run_1/registers.png
Drawn at 2 px/um. Other sequential cells in the stronger grey, the rest of the logic in the fainter grey.
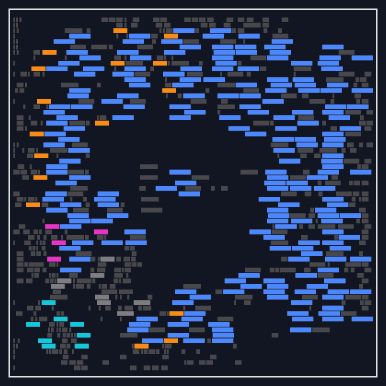
run_1/pdn.png
Drawn at 2 px/um. Pins as bars on the die edge.
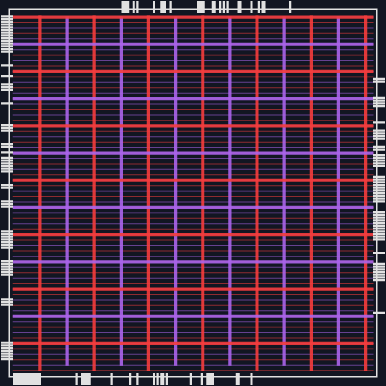
run_1/met2.png
Drawn at 2 px/um.
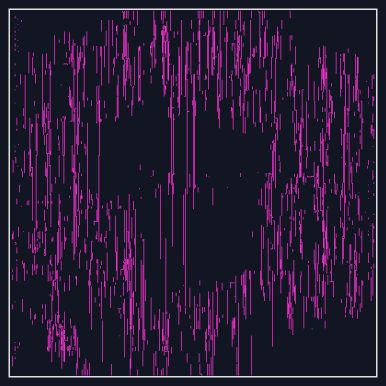
### src/rtl/mf_disp_ahb_wr_bridge.sv
// ---------------------------------------------------------------------------
// mf_disp_ahb_wr_bridge
//
// Purpose:
//   AHB-Lite slave for the display aperture. Each AHB write becomes a
//   single-beat sys_wr_* transaction toward the display controller. Writes
//   sit in a small FIFO, so the CPU stalls only when that buffer is full.
//   Misaligned writes and writes of an unsupported size get a two-cycle
//   ERROR response and are counted. Reads always complete with zero data.
//
// Ports:
//   sys_clk, resetn        clock; synchronous active-low reset
//   HSEL/HADDR/HTRANS/
//   HWRITE/HSIZE/HWDATA/
//   HREADY                 AHB-Lite slave inputs (only HADDR[17:0] used)
//   HREADYOUT/HRESP/HRDATA AHB-Lite slave outputs (HRDATA is always 0)
//   sys_wr_rdy             downstream accept
//   sys_wr_vld/addr/
//   strb/data              FIFO head (word address, byte lanes, data)
//   err_cnt                saturating count of dropped illegal writes
//   fifo_lvl               current FIFO occupancy
// ---------------------------------------------------------------------------
module mf_disp_ahb_wr_bridge #(
    parameter int FIFO_DEPTH = 4,
    parameter int ERR_CNT_W  = 8
) (
    input  logic                          sys_clk,
    input  logic                          resetn,
    input  logic                          HSEL,
    input  logic [31:0]                   HADDR,
    input  logic [1:0]                    HTRANS,
    input  logic                          HWRITE,
    input  logic [2:0]                    HSIZE,
    input  logic [31:0]                   HWDATA,
    input  logic                          HREADY,
    output logic                          HREADYOUT,
    output logic                          HRESP,
    output logic [31:0]                   HRDATA,
    input  logic                          sys_wr_rdy,
    output logic                          sys_wr_vld,
    output logic [15:0]                   sys_wr_addr,
    output logic [3:0]                    sys_wr_strb,
    output logic [31:0]                   sys_wr_data,
    output logic [ERR_CNT_W-1:0]          err_cnt,
    output logic [$clog2(FIFO_DEPTH):0]   fifo_lvl
);

    localparam int PTR_W = $clog2(FIFO_DEPTH);
    localparam int ENT_W = 16 + 4 + 32;

    typedef enum logic [1:0] {
        ST_IDLE  = 2'd0,
        ST_WDATA = 2'd1,
        ST_ERR1  = 2'd2,
        ST_ERR2  = 2'd3
    } state_t;

    // Size/alignment legality of an AHB write.
    function automatic logic size_legal(input logic [2:0] size, input logic [1:0] lo);
        logic ok;
        case (size)
            3'd0:    ok = 1'b1;
            3'd1:    ok = (lo[0] == 1'b0);
            3'd2:    ok = (lo == 2'b00);
            default: ok = 1'b0;
        endcase
        return ok;
    endfunction

    // Byte-lane enables for a legal write.
    function automatic logic [3:0] lane_strb(input logic [2:0] size, input logic [1:0] lo);
        logic [3:0] s;
        case (size)
            3'd0:    s = 4'b0001 << lo;
            3'd1:    s = lo[1] ? 4'b1100 : 4'b0011;
            3'd2:    s = 4'b1111;
            default: s = 4'b0000;
        endcase
        return s;
    endfunction

    state_t                 state_q, state_d;
    logic [15:0]            waddr_q, waddr_d;
    logic [3:0]             strb_q, strb_d;
    logic [PTR_W:0]         wr_ptr_q, wr_ptr_d;
    logic [PTR_W:0]         rd_ptr_q, rd_ptr_d;
    logic [ERR_CNT_W-1:0]   err_cnt_q, err_cnt_d;
    logic [ENT_W-1:0]       mem_q [FIFO_DEPTH];

    logic                   accept_s;
    logic                   decode_s;
    logic                   push_s;
    logic                   pop_s;
    logic                   full_s;
    logic                   empty_s;
    logic                   hreadyout_s;
    logic                   hresp_s;
    logic                   err_inc_s;
    logic [PTR_W:0]         level_s;
    logic [ENT_W-1:0]       head_s;
    logic                   unused_bits_s;

    assign unused_bits_s = ^{HADDR[31:18], HTRANS[0]};

    assign accept_s = HSEL & HREADY & HTRANS[1];
    assign level_s  = wr_ptr_q - rd_ptr_q;
    // Full is judged on the registered level only, so sys_wr_rdy never
    // reaches HREADYOUT combinationally.
    assign full_s   = (level_s == (PTR_W + 1)'(FIFO_DEPTH));
    assign empty_s  = (wr_ptr_q == rd_ptr_q);
    assign pop_s    = ~empty_s & sys_wr_rdy;
    assign head_s   = mem_q[rd_ptr_q[PTR_W-1:0]];

    // Next-state, bus response and push decode.
    always_comb begin
        state_d     = state_q;
        waddr_d     = waddr_q;
        strb_d      = strb_q;
        push_s      = 1'b0;
        decode_s    = 1'b0;
        hreadyout_s = 1'b1;
        hresp_s     = 1'b0;
        err_inc_s   = 1'b0;
        case (state_q)
            ST_IDLE: begin
                decode_s = 1'b1;
            end
            ST_WDATA: begin
                if (full_s) begin
                    hreadyout_s = 1'b0;
                end else begin
                    push_s   = 1'b1;
                    decode_s = 1'b1;
                end
            end
            ST_ERR1: begin
                hreadyout_s = 1'b0;
                hresp_s     = 1'b1;
                state_d     = ST_ERR2;
            end
            ST_ERR2: begin
                hresp_s   = 1'b1;
                err_inc_s = 1'b1;
                decode_s  = 1'b1;
            end
            default: begin
                state_d = ST_IDLE;
            end
        endcase

        // Address phase is only looked at while this slave is ready.
        if (decode_s) begin
            if (accept_s && HWRITE) begin
                if (size_legal(HSIZE, HADDR[1:0])) begin
                    state_d = ST_WDATA;
                    waddr_d = HADDR[17:2];
                    strb_d  = lane_strb(HSIZE, HADDR[1:0]);
                end else begin
                    state_d = ST_ERR1;
                end
            end else begin
                state_d = ST_IDLE;
            end
        end else begin
            state_d = state_d;
        end
    end

    // Pointer and error counter next-state.
    always_comb begin
        wr_ptr_d  = wr_ptr_q + {{PTR_W{1'b0}}, push_s};
        rd_ptr_d  = rd_ptr_q + {{PTR_W{1'b0}}, pop_s};
        err_cnt_d = err_cnt_q;
        if (err_inc_s && (err_cnt_q != {ERR_CNT_W{1'b1}})) begin
            err_cnt_d = err_cnt_q + {{(ERR_CNT_W-1){1'b0}}, 1'b1};
        end else begin
            err_cnt_d = err_cnt_q;
        end
    end

    // Control state registers with synchronous reset.
    always_ff @(posedge sys_clk) begin
        if (!resetn) begin
            state_q   <= ST_IDLE;
            waddr_q   <= 16'h0000;
            strb_q    <= 4'b0000;
            wr_ptr_q  <= {(PTR_W+1){1'b0}};
            rd_ptr_q  <= {(PTR_W+1){1'b0}};
            err_cnt_q <= {ERR_CNT_W{1'b0}};
        end else begin
            state_q   <= state_d;
            waddr_q   <= waddr_d;
            strb_q    <= strb_d;
            wr_ptr_q  <= wr_ptr_d;
            rd_ptr_q  <= rd_ptr_d;
            err_cnt_q <= err_cnt_d;
        end
    end

    // FIFO storage; contents are irrelevant while empty, outputs are gated.
    always_ff @(posedge sys_clk) begin
        if (push_s) begin
            mem_q[wr_ptr_q[PTR_W-1:0]] <= {waddr_q, strb_q, HWDATA};
        end
    end

    assign HREADYOUT   = hreadyout_s;
    assign HRESP       = hresp_s;
    assign HRDATA      = 32'h0000_0000;
    assign sys_wr_vld  = ~empty_s;
    assign sys_wr_addr = empty_s ? 16'h0000       : head_s[51:36];
    assign sys_wr_strb = empty_s ? 4'b0000        : head_s[35:32];
    assign sys_wr_data = empty_s ? 32'h0000_0000  : head_s[31:0];
    assign err_cnt     = err_cnt_q;
    assign fifo_lvl    = level_s;

endmodule

### config.mk
export PLATFORM = sky130hd
export DESIGN_NAME = mf_disp_ahb_wr_bridge
export DESIGN_NICKNAME = d
export VERILOG_FILES = /design/src/rtl/mf_disp_ahb_wr_bridge.sv
export SDC_FILE = /design/constraint.sdc
export NUM_CORES = 1
export LEC_CHECK = 0
export CORE_UTILIZATION = 30
export DETAILED_ROUTE_END_ITERATION = 12
export GPL_ROUTABILITY_DRIVEN = 1
export PLACE_DENSITY = 0.57
export REMOVE_ABC_BUFFERS = 1
export SLEW_MARGIN = 10
export SYNTH_ARGS = -nofsm -noshare
export SYNTH_HDL_FRONTEND = slang
export SYNTH_SLANG_ARGS = --single-unit
export TNS_END_PERCENT = 5
### constraint.sdc
create_clock -name sys_clk -period 8.3 [get_ports sys_clk]
set_input_delay 1.245 -clock sys_clk [delete_from_list [all_inputs] [get_ports sys_clk]]
set_output_delay 1.245 -clock sys_clk [all_outputs]
set_load 0.01 [all_outputs]
==> run notes, run 1 <==
Notes on the flow run.

- The count of flip-flops and latches is between 200 and 250, for reference.
- Per the gpl log, the routability congestion estimate is 0.699.
- The class of the tightest hold or removal check is reg -> reg, for reference.
- The final report lists the setup-violating endpoint count as 0.
- The initial core utilization is ~30%, for reference.
- According to the dpl log, the detail-placed design has an HPWL of 11100 um.
- The number of cell rows is between 60 and 70, for reference.
- Max-cap violations in this run came to 0.
- The most common cell in the synthesized netlist is edfxtp_1.
- The number of buffer and inverter stages on the critical path is 3, for reference.
- The startpoint of the lowest-slack register-to-register path is rd_ptr_q[1], for reference.
- The worst setup path is launched from a flop.
- The clock passes through at most 3 buffers.
- The worst hold path cell count is 2, for reference.
- The number of buffers inserted by hold repair at cts is 0, for reference.
- The placement-stage cell area is 11500 sq um, for reference.
- For reference, XOR and XNOR gates occupy less than 1% of the area reported after synthesis.
- The final critical-path required period is 4.83 ns, for reference.
- The relative area change from synthesis to final layout is 24.9%, for reference.
- Looking at the power breakdown, sequential logic takes 52.1% of the total.
- In this run, synthesis inferred 208 flip-flops with an integrated enable.
- The total global-route track usage is approximately 12%, for reference.
- The met2 demand-to-capacity share in global routing is 19.4%, for reference.
- The number of global-route vias before repair is 5180, for reference.
- The H-tree depth is 1, for reference.
- Among logic cells in the layout, the one with the most instances is edfxtp_1.
- Per Yosys stat, the portion of area used by sequential elements is 70.9%.
- The non-filler instance count after layout is 1155, for reference.
- The warning tally printed by Yosys for this design is 0.
- The flop share of the area is 56.8%, for reference.
- The smallest setup slack after layout is 3.47 ns, for reference.
- The leakage component of the power was reported as 3.83 nW.
- The layer flagged by global routing as most heavily used is met2.
- The critical path goes through inv_1 > ha_1 > and3_2 > buf_4 > nor2b_1 > clkdlybuf4s50_1.
- The kind of critical path is reg -> out, for reference.
- The cell-mix breakdown from Yosys lists the adder-cell area share as 1.48%.
- The net count of the finished layout is 786.
- The stat command in Yosys gives a chip area of 9830 sq um.
- The I/O pin count is approximately 170, for reference.
- The post-synthesis cell count is 563, for reference.
- The cell class with the largest area share is sequential cells, for reference.
- The count of fill cells added during filler insertion is 2995, for reference.
- The simple-gate area share of the yosys netlist is 7.06%, for reference.
- The net switching power in the latest report is 525 uW.
- The routed via count divided by cell count is 4.34, for reference.
- The part of the power in the clock network is 41.9%, for reference.
- Before any placement, the netlist area is recorded as 9830 sq um.
- In the final timing run, aggregate negative setup slack is 0 ns.
- The startpoint of the most critical hold path is strb_q[3], for reference.
- The layout cell share with drive strength beyond 1 is 14.7%, for reference.
- The met1 demand-to-capacity share in global routing is ~15%, for reference.
- Entering global routing, the biggest net connects 56 pins.
- The slack of the worst reg-to-reg path is 4.39 ns, for reference.
- Leaving out the clock tree, the finished layout contains an inverter count of 15.
- The run finished with clean final reports.
- The max-slew violation count is 0, for reference.
- The worst register-to-register path ends at mem_q[2][16].
- The internal portion of total power is 2.04 mW, for reference.
- The relative area of clock buffers and inverters in the final design is around 6.4%, for reference.
- The repair_antennas step left the layout with diodes totalling 0.
- The gate family responsible for the most delay along the worst path is buffers and inverters, for reference.
- At the later pin of the worst-skew pair, clock insertion delay measures 0.53 ns.
- The commonest register cell after synthesis is edfxtp_1, for reference.
- The TritonCTS clock tree is yes, for reference.
- The flow inserted 435 tap cells.
- For the worst flop-to-flop path, the logic depth is 5.
- Max fanout on the critical path was recorded as 55.
- Setup repair after global routing left no endpoint under its margin.
- Per the detail_route report, routed wire per instance is 16.7 um.
- By instance count after routing, the leading logic cell types are edfxtp_1, clkdlybuf4s50_1, nor2b_1.
- Of the total standard cell area in the layout, the multi-input combinational portion is 21.1%.
- The total routed wirelength is between 15000 and 20000 um, for reference.
- Once the clock tree was built, the setup fixing pass inserted 0 buffers.
- Yosys stat counts around 560 cells in the synthesized netlist.
- The finished cells cover roughly 12000 sq um.
- STA classifies the critical path endpoint as a primary output.
- The number of clock sinks came to approximately 240.
- The post-synthesis cell type with the largest combined area is edfxtp_1, for reference.
- The via count of the routed design is 5008, for reference.
- By count the netlist is led by edfxtp_1, nor2b_1, mux4_2, nand2_1, dfxtp_1.
- The maximum clock skew at final layout is 0.0119 ns, for reference.
- The overall die height is roughly 180 um, for reference.
- The critical path launch point is rd_ptr_q[1], for reference.
- The logs give a warning total of 43.
- The multi-input combinational cell count is 277, for reference.
- The end of the critical path is sys_wr_data[21], for reference.
- Looking at the hold checks, the worst path lands on strb_q[3].
- After layout, the clock buffer instance count stands at 38.
- In the routed design, unresolved DRC markers number 0.
- The register bit total from synthesis is ~240, for reference.
- By area the synthesized netlist is led by edfxtp_1, mux4_2, dfxtp_1.
- For the pin with the worst max-slew slack, the measured transition is 1.06 ns.
- Registers take between 6000 and 7000 sq um.
- Net switching is 20.5% of the power.
- Non-clock buffers in the final layout number between 100 and 150.
- The most critical hold endpoint after final layout shows a slack of 0.502 ns.
- The count of endpoints failing hold in the final timing report is 0, for reference.
- The prevailing logic family in the synthesized netlist is multiplexers, for reference.
- The combinational cell fraction of total power is 6.0%, for reference.
- The total stage count of the critical path is 6, for reference.
- The cell total after placement is between 1000 and 1500, for reference.
- OpenROAD reports that the post-layout worst path occupies 58.2% of the period.
- Per the CTS log, the root buffer master is clkbuf_16.
- The slew check shows that the tightest pin keeps a relative margin of 28.9%.
- The number of antenna violations at the first check in global routing was 1.
- The share of cell area taken by muxes after synthesis is between 10% and 20%, for reference.
- The maximum clock frequency is 207 MHz, for reference.
- The number of gates resized after cts is 0, for reference.
- The async set-or-reset flop fraction in the synthesized netlist is 0%, for reference.
- The non-clock buffer contribution to total cell area is 10.8%, for reference.
- The number of buffers added by the clock tree synthesis step is 26, for reference.
- In this run the full chip footprint comes out at 33500 sq um.
- Per the post-CTS timing run, clock transition at the registers of the reported paths is roughly 0.060 ns.
- The share of synthesized cell area in and-or and or-and compound cells is between 1 and 1.5%, for reference.
- The post-route utilization of the core is recorded as 38.5%.
- From left edge to right edge, the die measures 183 um.
- The portion of synthesized cell area occupied by the leading cell type is 63.5%, for reference.
- Once iteration 0 of detailed routing completed, the report listed 182 DRC markers.
- The overall power of the completed layout is 2.56 mW, for reference.
- The tally of buffers added on design ports is approximately 130, for reference.
- For this design, the slowest cell found on the critical path is dfxtp_4.
- The count of nets left with antenna violations once routing finished came out at 0.
- The iteration count of the initial detailed-routing pass is 4, for reference.
- Timing analysis after detailed placement gives a worst setup slack of 3.86 ns.
- Power spread over the standard cell area amounts to 209 nW/um^2.
- The met3 demand-to-capacity share in global routing is roughly 2.4%, for reference.
- The OpenROAD report gives the critical path a required time of between 7 and 8 ns.
-- registers.png (at the start) --
- strb_q: magenta (placed flops 4)
- waddr_q: orange (placed flops 16)
- mem_q: blue (placed flops 208; where widely spread)
- err_cnt: cyan (placed flops 8; where bottom left)
- not coloured: 8

-- pdn.png (at the start) --
- VDD: purple
- VSS: red
- signal pins: 173
- met1 rails: 66
- met5 straps: 13
- met4 straps: 13
Max VDD drop: 0.000135 V
Floorplan Core Area: 31900 sq um

-- met2.png (at the start) --
- share of all routed wire: 47%
- nets with wire on the layer: 653
- wire length on this layer: 9010 um
- longest straight run: 67.3 um
- main direction: vertical

## run 1: layer usage
layer | vias to the layer above | part of all wire, % | wire length (um)
met5 | - | 0.088 | 17
met4 | 2 | 2.5 | 477
met3 | 30 | 4.8 | 922
met2 | 140 | 47 | 9010
met1 | 2494 | 46 | 8820
li1 | 2342 | - | -
## run 1: sequential cells by signal (all words and copies together), names as in the netlist
register / cells
wr_ptr_q: 3
err_cnt: 8
rd_ptr_q: 3
mem_q: 208
state_q: 2
waddr_q: 16
strb_q: 4
## run 1: power by group through the flow
stage | combinational [mW] | clock [mW] | sequential [mW]
after floorplan | 0.0679 | 0 | 1.37
after global placement | 0.157 | 0 | 1.36
after detailed placement | 0.158 | 0 | 1.36
after CTS | 0.158 | 1.11 | 1.34
after global routing | 0.169 | 1.15 | 1.34
final | 0.154 | 1.07 | 1.33
==> run 2: changes to the inputs <==
- PLACE_DENSITY: 0.57 -> 0.59
- clock period: 8.3 -> 4 ns (I/O delays scaled with it)
==> run 2 against run 1 <==
Die area unchanged; critical path type unchanged; non-clock buffer count is 3 higher; register-to-register slack got worse by 3.4 ns; area after synthesis unchanged; cell count grew 0.17%; combinational power increased by 110%; total power is 110% higher.
==> run notes, run 2 <==
Notes on the flow run.

- The prevailing logic family in the synthesized netlist is multiplexers, for reference.
- For this run, the register share of the synthesized area comes to a little over 70%.
- The post-placement cell area is 11500 sq um.
- The routed layout reports a DRC error count of 0.
- The routed layout has 5000 vias.
- The internal power of the cells totals 4.32 mW.
- Once detail routing completed, the nets flagged for antenna violations numbered 0.
- The timing report gives the clock slew at the launch and capture registers of the worst setup and hold paths as 0.06 ns.
- The layout cell share with drive strength beyond 1 is 15.8%, for reference.
- After layout, the worst path uses 89.5% of the clock period.
- Looking at the critical path, the highest net fanout was 6.
- Counting the inverters off the clock network in the layout gives 15.
- The commonest register cell after synthesis is edfxtp_1, for reference.
- For this run, the detailed router reports a per-instance via density of 4.32.
- The core region is 31900 sq um.
- The worst hold margin is 0.499 ns, for reference.
- The power spent charging and discharging nets is roughly 1.1 mW, for reference.
- Leaving out fill and tap cells, the most frequent cells in the layout are edfxtp_1, clkdlybuf4s50_1, nor2b_1.
- The overall die size recorded for this design is between 30000 and 40000 sq um.
- The fraction of area in multi-input gates is around a fifth, for reference.
- The power in combinational cells is 329 uW, for reference.
- Per the power-grid run, VDD falls by no more than approximately 0.00034 V.
- 0 antenna diodes ended up in the layout.
- For reference, full adder, half adder and majority cells occupy 1.48% of the area reported after synthesis.
- Sequential cells burn 51.2% of the power.
- The final report gives the standard cell area, fillers excluded, as around 12000 sq um.
- The mean routed wirelength per cell is 16.6 um, for reference.
- The post-synthesis cell type with the largest combined area is edfxtp_1, for reference.
- The pre-CTS setup slack is between 0.9 and 1 ns, for reference.
- The cell total after placement is 1110, for reference.
- The combined area of all synthesized cells is 9830 sq um, for reference.
- The slowest cell on the critical path is clkdlybuf4s50_1, for reference.
- The critical path launch point is wr_ptr_q[0], for reference.
- The chip width is 183 um, for reference.
- The max-slew violation count is 0, for reference.
- The tool warning count for the run is roughly 43.
- The power per cell area is roughly 440 nW/um^2, for reference.
- The flow ran to the end, and the final reports show no timing, DRC or antenna violations.
- The number of buffers inserted by hold repair at cts is 0, for reference.
- The end-of-flow timing check tallies setup violations at 0.
- After routing, the total negative slack on setup checks comes to 0 ns.
- The class of the tightest hold or removal check is reg -> reg, for reference.
- The async set-or-reset flop fraction in the synthesized netlist is 0%, for reference.
- For this run, the top clock speed supported by timing is 279 MHz.
- The flow reports power dissipated in sequential cells as 2.76 mW.
- The detailed placer's ending HPWL is ~11000 um, for reference.
- The number of global-route vias before repair is 5250, for reference.
- The portion of synthesized cell area occupied by the leading cell type is between 60% and 70%, for reference.
- Per the final report, the share of cell area in non-clock buffers is between 10% and 20%.
- The final critical-path required period is around 3.6 ns, for reference.
- The switching power share of the total is 19.9%, for reference.
- According to the floorplan report, the die height is 183 um.
- The number of maximum-capacitance violations recorded for the run is 0.
- Multiplexer cells account for 14.0% of the synthesized area.
- The total routed wirelength is 19200 um, for reference.
- Yosys mapped a number of flops with a built-in enable equal to around 210.
- The cell count listed in synth_stat.txt is 563, for reference.
- The synthesized instance count is 563.
- Per the timing report, the most critical flop-to-flop path originates at wr_ptr_q[0].
- Counting flops and latches in the post-synthesis netlist gives roughly 240.
- After Yosys synthesis, XOR and XNOR cells account for less than 1% of the synthesized area.
- The iteration count recorded for the first detailed-route pass is 4.
- The smallest setup slack after layout is 0.422 ns, for reference.
- The total global-route track usage is a little under an eighth, for reference.
- The final hold violation count recorded for this run is 0.
- The I/O pin count is 173, for reference.
- CTS added clock buffers totalling 26.
- Looking at the setup timing report, the critical path kind is reg -> out.
- The cell depth of the worst flop-to-flop path is 9, for reference.
- Counting the warning lines in the Yosys log gives 0.
- The number of antenna violations at the first check in global routing came to 0.
- The routability-driven placement congestion ratio is about 0.68, for reference.
- The worst setup path is captured at a primary output.
- The power in the clock group is 2.30 mW, for reference.
- The number of sinks handled by clock tree synthesis is about 240, for reference.
- Counting buffers and inverters, the worst setup path is 7 cells deep.
- The initial utilization of the core area, before any placement, comes to 30.8%.
- The end of the critical path is HREADYOUT, for reference.
- The relative max-transition margin is between 40% and 50%, for reference.
- The area reported by Yosys stat is 9830 sq um, for reference.
- The part of the power in the clock network is between 40% and 50%, for reference.
- After layout, the design draws a total of 5.40 mW.
- After Yosys synthesis, AND-OR and OR-AND compound gates account for 1.44% of the synthesized area.
- The most common library cell in the layout ignoring fill and taps is edfxtp_1, for reference.
- The number of buffers on the longest clock path is 3, for reference.
- Between clock sinks in the finished design, the worst skew comes to 0.0160 ns.
- Per the placement log, port buffering inserted 125 buffers.
[run 2: netlist changes by cell type in the layout (fill, tap and decap cells not counted), sizes merged]
cell,delta
buf,+3
clkbuf,+5
clkinv,-6
[run 2: worst reg2reg max path, delay by kind of cell, from the launching register on]
| family | cells | cell delay (ns) |
|---|---|---|
| AOI/OAI and AO/OA | 1 | 0.68 |
| adders and majority gates | 4 | 1.05 |
| buffers and inverters | 2 | 0.21 |
| xor gates and xnor gates | 1 | 0.43 |
| DFF | 1 | 0.40 |
| and+or+nand+nor | 1 | 0.15 |
[run 2: per-layer routing]
layer	part of all wire, %	vias to the layer above	GRT usage, %
met5	0	-	0
met4	2.6	0	3.27
met3	5.1	31	2.42
met2	47	136	19.1
met1	45	2490	15.3
li1	-	2343	-
run_2/registers.png
Drawn at 2 px/um. Other sequential cells in the stronger grey, the rest of the logic in the fainter grey.
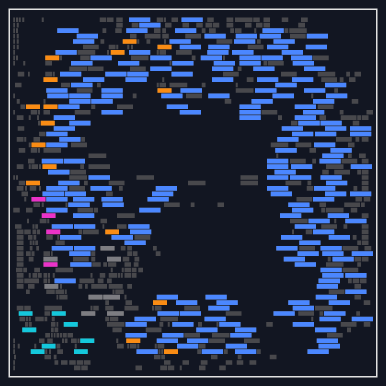
- mem_q: blue (placed flops 208; where widely spread)
- err_cnt: cyan (placed flops 8; where bottom left)
- strb_q: magenta (placed flops 4; where left middle)
- waddr_q: orange (placed flops 16)
- not coloured: 8
fraction of area in registers: 56.4%
area taken by flip-flops and latches: 6970 sq um
utilization after layout: 38.8%

==> run 3: changes to the inputs <==
- CORE_MARGIN: default -> 5
==> run 3 against run 2 <==
Cell area is 0.90% higher; non-clock buffer count is 1 lower; sequential power hardly changed; critical endpoint unchanged; first-iteration DRC count is 34% higher; flip-flop count stayed put; critical path type unchanged; clock skew is 0.0063 ns lower; clock power is 4% higher; largest power group unchanged; highest routed layer is now met5; via count is 1.1% higher; combinational power is 2% higher; setup slack worse by 0.055 ns; die area is 8.9% higher; utilization is 0.34 points lower.
==> run notes, run 3 <==
Notes on the flow run.

- The run finished with clean final reports.
- At the later pin of the worst-skew pair, clock insertion delay measures 0.52 ns.
- The final critical-path required period is 3.63 ns, for reference.
- The measured slew at the worst slew-check pin is 0.869 ns, for reference.
- The core region area is 32500 sq um, for reference.
- The async set-or-reset flop fraction in the synthesized netlist is 0%, for reference.
- The data arrival time of the critical path is 3.03 ns, for reference.
- The top metal layer carrying routed signals is met5, for reference.
- Cells fill 38.4% of the core in the end.
- The number of tapcells is 442, for reference.
- The clock edge transition at the registers on the reported setup and hold paths is around 0.060 ns, for reference.
- For reference, the most critical setup path is categorized as reg -> out.
- Between the synthesized netlist and the finished layout, the area growth was recorded as 26.9%.
- The commonest register cell after synthesis is edfxtp_1, for reference.
- The mean routed wirelength per cell is 17.4 um, for reference.
- After synthesis, the netlist uses 38 different library cells.
- The worst hold margin is 0.494 ns, for reference.
- The number of antenna violations at the first check in global routing was 1.
- The cell repeated most along the worst path is inv_1, for reference.
- The total met2 wirelength after detailed routing is 9360 um, for reference.
- met2 track demand over resource after global routing is 17.3%.
- The stat command in Yosys gives a chip area of 9830 sq um.
- The final timing report lists a hold violation count of 0.
- Of all the cell area in the finished design, non-clock buffers hold 11.4%.
- The finished design was reported to have a net count of just under 800.
- In the finished layout, the clock tree contains a buffer count of 38.
- For the final database, setup skew stands at 0.00966 ns.
- By area the synthesized netlist is led by edfxtp_1, mux4_2, dfxtp_1.
- The root buffer selected by CTS is clkbuf_16, for reference.
- The post-synthesis cell count is 563, for reference.
- After detailed routing, the wire length on met1 is 9260 um.
- The slowest cell on the critical path is clkdlybuf4s50_1, for reference.
- In the Yosys report the total cell count is 563.
- For this configuration, the core starts out at a cell density of around 30%.
- Once detailed placement completed, the half-perimeter wirelength came to 11800 um.
- The final design instance area without fill is roughly 12000 sq um, for reference.
- The chip width is 191 um, for reference.
- The synthesized area divided by synthesized cell count is 17.5 sq um, for reference.
- Across the run, the number of max-cap violations was 0.
- Buffers placed on the I/O ports in this run total 125.
- In the final layout, clock buffers and inverters account for 7.03% of the cell area.
- In the final layout, multi-input gates take up about a fifth of the cell area.
- The relative max-transition margin is 41.5%, for reference.
- The number of synthesis warnings is 0, for reference.
- The number of nets with antenna violations after routing is 0, for reference.
- The cell class with the largest area share is sequential cells, for reference.
- The flow reports an fmax of 275 MHz.
- The filler cells instantiated in the layout total ~3000.
- The total global-route track usage is 10.9%, for reference.
- The timing report attributes the biggest portion of critical-path delay to buffers and inverters.
- 0 antenna diodes ended up in the layout.
- The number of global-route vias before repair is 5421, for reference.
- The number of setup buffers added after CTS is 0, for reference.
- Per STA, the worst path is made up of inv_1 > ha_1 > fa_1 > xnor3_1 > o31ai_4 > inv_1 > clkdlybuf4s50_1.
- The slack of the worst reg-to-reg path is 0.89 ns, for reference.
- The max-slew violation count is 0, for reference.
- The count of routing violations after the opening detailed-route iteration is 297, for reference.
- The non-filler instance count after layout is around 1200, for reference.
- In this run the full chip footprint comes out at 36500 sq um.
- The most common cell in the synthesized netlist is edfxtp_1, for reference.
- The worst path meets setup with 0.367 ns of slack.
- The first global-routing pass estimated 31200 um of wire.
- The number of enable-type register cells in the synthesized netlist is approximately 210, for reference.
- Walking the critical path from launch to capture passes 7 cell instances.
- Together, buffers and inverters on the worst path number 3.
- The non-clock inverter count in the final layout is 15, for reference.
- Counting the buffers created by CTS gives 27.
- The TritonCTS clock tree is yes, for reference.
- The worst setup path is captured at a primary output.
- The cell total after placement is 1116, for reference.
- STA classifies the critical path startpoint as a flop.
- Setup repair after global routing left no endpoint under its margin.
- The pre-CTS setup slack is 0.902 ns, for reference.
- In the final report, the number of endpoints failing setup comes to 0.
- The wire length on met3 is 1320 um, for reference.
- The class of the tightest hold or removal check is reg -> reg, for reference.
- The data required time of the worst path is 3.40 ns, for reference.
- The analysis reports a worst IR drop on VDD of 0.000269 V.
- The iteration count of the initial detailed-routing pass is 4, for reference.
- The register bit total from synthesis is 244, for reference.
- The initialized floorplan defines approximately 66 standard-cell rows.
- The placement-stage cell area is between 10000 and 15000 sq um, for reference.
- The die is 191 um tall.
- The register with the most flip-flops in the layout has 208 of them.
- The multi-input combinational cell count is 277, for reference.
- TritonCTS reports the number of clock sinks as 244.
- For the worst flop-to-flop path, the logic depth is 9.
- The met3 demand-to-capacity share in global routing is roughly 2.7%, for reference.
- The layout report lists the combined flip-flop and latch area as between 6000 and 7000 sq um.
- Max fanout on the critical path was recorded as 6.
- OpenROAD reports that the post-layout worst path occupies 90.8% of the period.
- The most used routing layer in global routing is met2, for reference.
- The setup TNS is 0 ns, for reference.
- Leaving out buffers and inverters, the combinational logic in the layout accounts for 2600 sq um.
- The post-synthesis cell type with the largest combined area is edfxtp_1, for reference.
- The number of buffers on the longest clock path is 3, for reference.
- The design has 244 sequential cells.
- The tally of OpenROAD warnings is between 40 and 50, for reference.
- The worst hold path passes through 2 cells.
- The final power report lists total power as about 5.5 mW.
- In this design, the stage delay of the slowest critical-path cell is 0.49 ns.
- During I/O placement, the number of pins put on the boundary was about 170.
- Ranked by instance count, the synthesized netlist is headed by edfxtp_1, nor2b_1, mux4_2, nand2_1, dfxtp_1.
- Buffers inserted to repair hold after CTS numbered 0.
- Sequential cells make up between 50% and 60% of the cell area.
- Leaving out fill and tap cells, the most frequent cells in the layout are edfxtp_1, clkdlybuf4s50_1, nor2b_1.
- The post-route netlist has 16.9% of its cells at a drive strength greater than 1.
- The register share after synthesis is 70.9%, for reference.
- The area fraction of the largest cell type after synthesis is approximately 64%.
- The H-tree depth is 1, for reference.
- Leaving out fill and tap cells, the most frequent cell in the layout is edfxtp_1.
- TritonRoute reported its final design rule violation total as 0.
- Per the detail_route report, vias per standard cell equal 4.34.
- The leakage dissipation is 3.90 nW, for reference.
- The met1 demand-to-capacity share in global routing is around 15%, for reference.
- Non-clock buffers in the final layout number 138.
- The routability-driven placement congestion ratio is 0.747, for reference.
- Entering global routing, the biggest net connects 54 pins.
- Total power normalized to cell area comes to 441 nW/um^2.
- The number of gates resized after cts is 0, for reference.
- The total grt overflow is 0, for reference.
- The combined area of all synthesized cells is 9830 sq um, for reference.
run 3: power breakdown:
part           switching (mW)  internal, mW
clock network           0.977          1.42
logic                   0.157         0.177
registers             0.00584          2.76
total                    1.14          4.36
run 3: logic make-up (layout without fill, tap and decap cells):
group	Yosys count	after routing	synth area share, %
DFF	244	244	70.9
buffers and inverters	73	202	4.22
muxes	73	73	14.0
xor gates and xnor gates	8	8	0.853
other	1	32	0.0381
and+or+nand+nor	132	132	7.06
adders and majority gates	11	11	1.48
AOI/OAI and AO/OA	21	21	1.44
run 3: worst paths after layout:
check | startpoint | end
setup / recovery | wr_ptr_q[0] | HREADYOUT
hold / removal | waddr_q[1] | waddr_q[1]
setup reg to reg | wr_ptr_q[0] | wr_ptr_q[1]
hold reg to reg | waddr_q[1] | waddr_q[1]
run_3/met2.png
Drawn at 2 px/um.
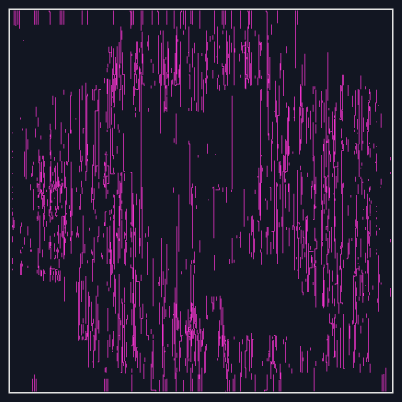
- longest straight run: 68.3 um
- main direction: vertical
- nets with wire on the layer: 675
- wire length on this layer: 9360 um
Via Count: 5056
Detailed Route WL: 20300 um

Power is estimated from default activity; no workload was simulated.
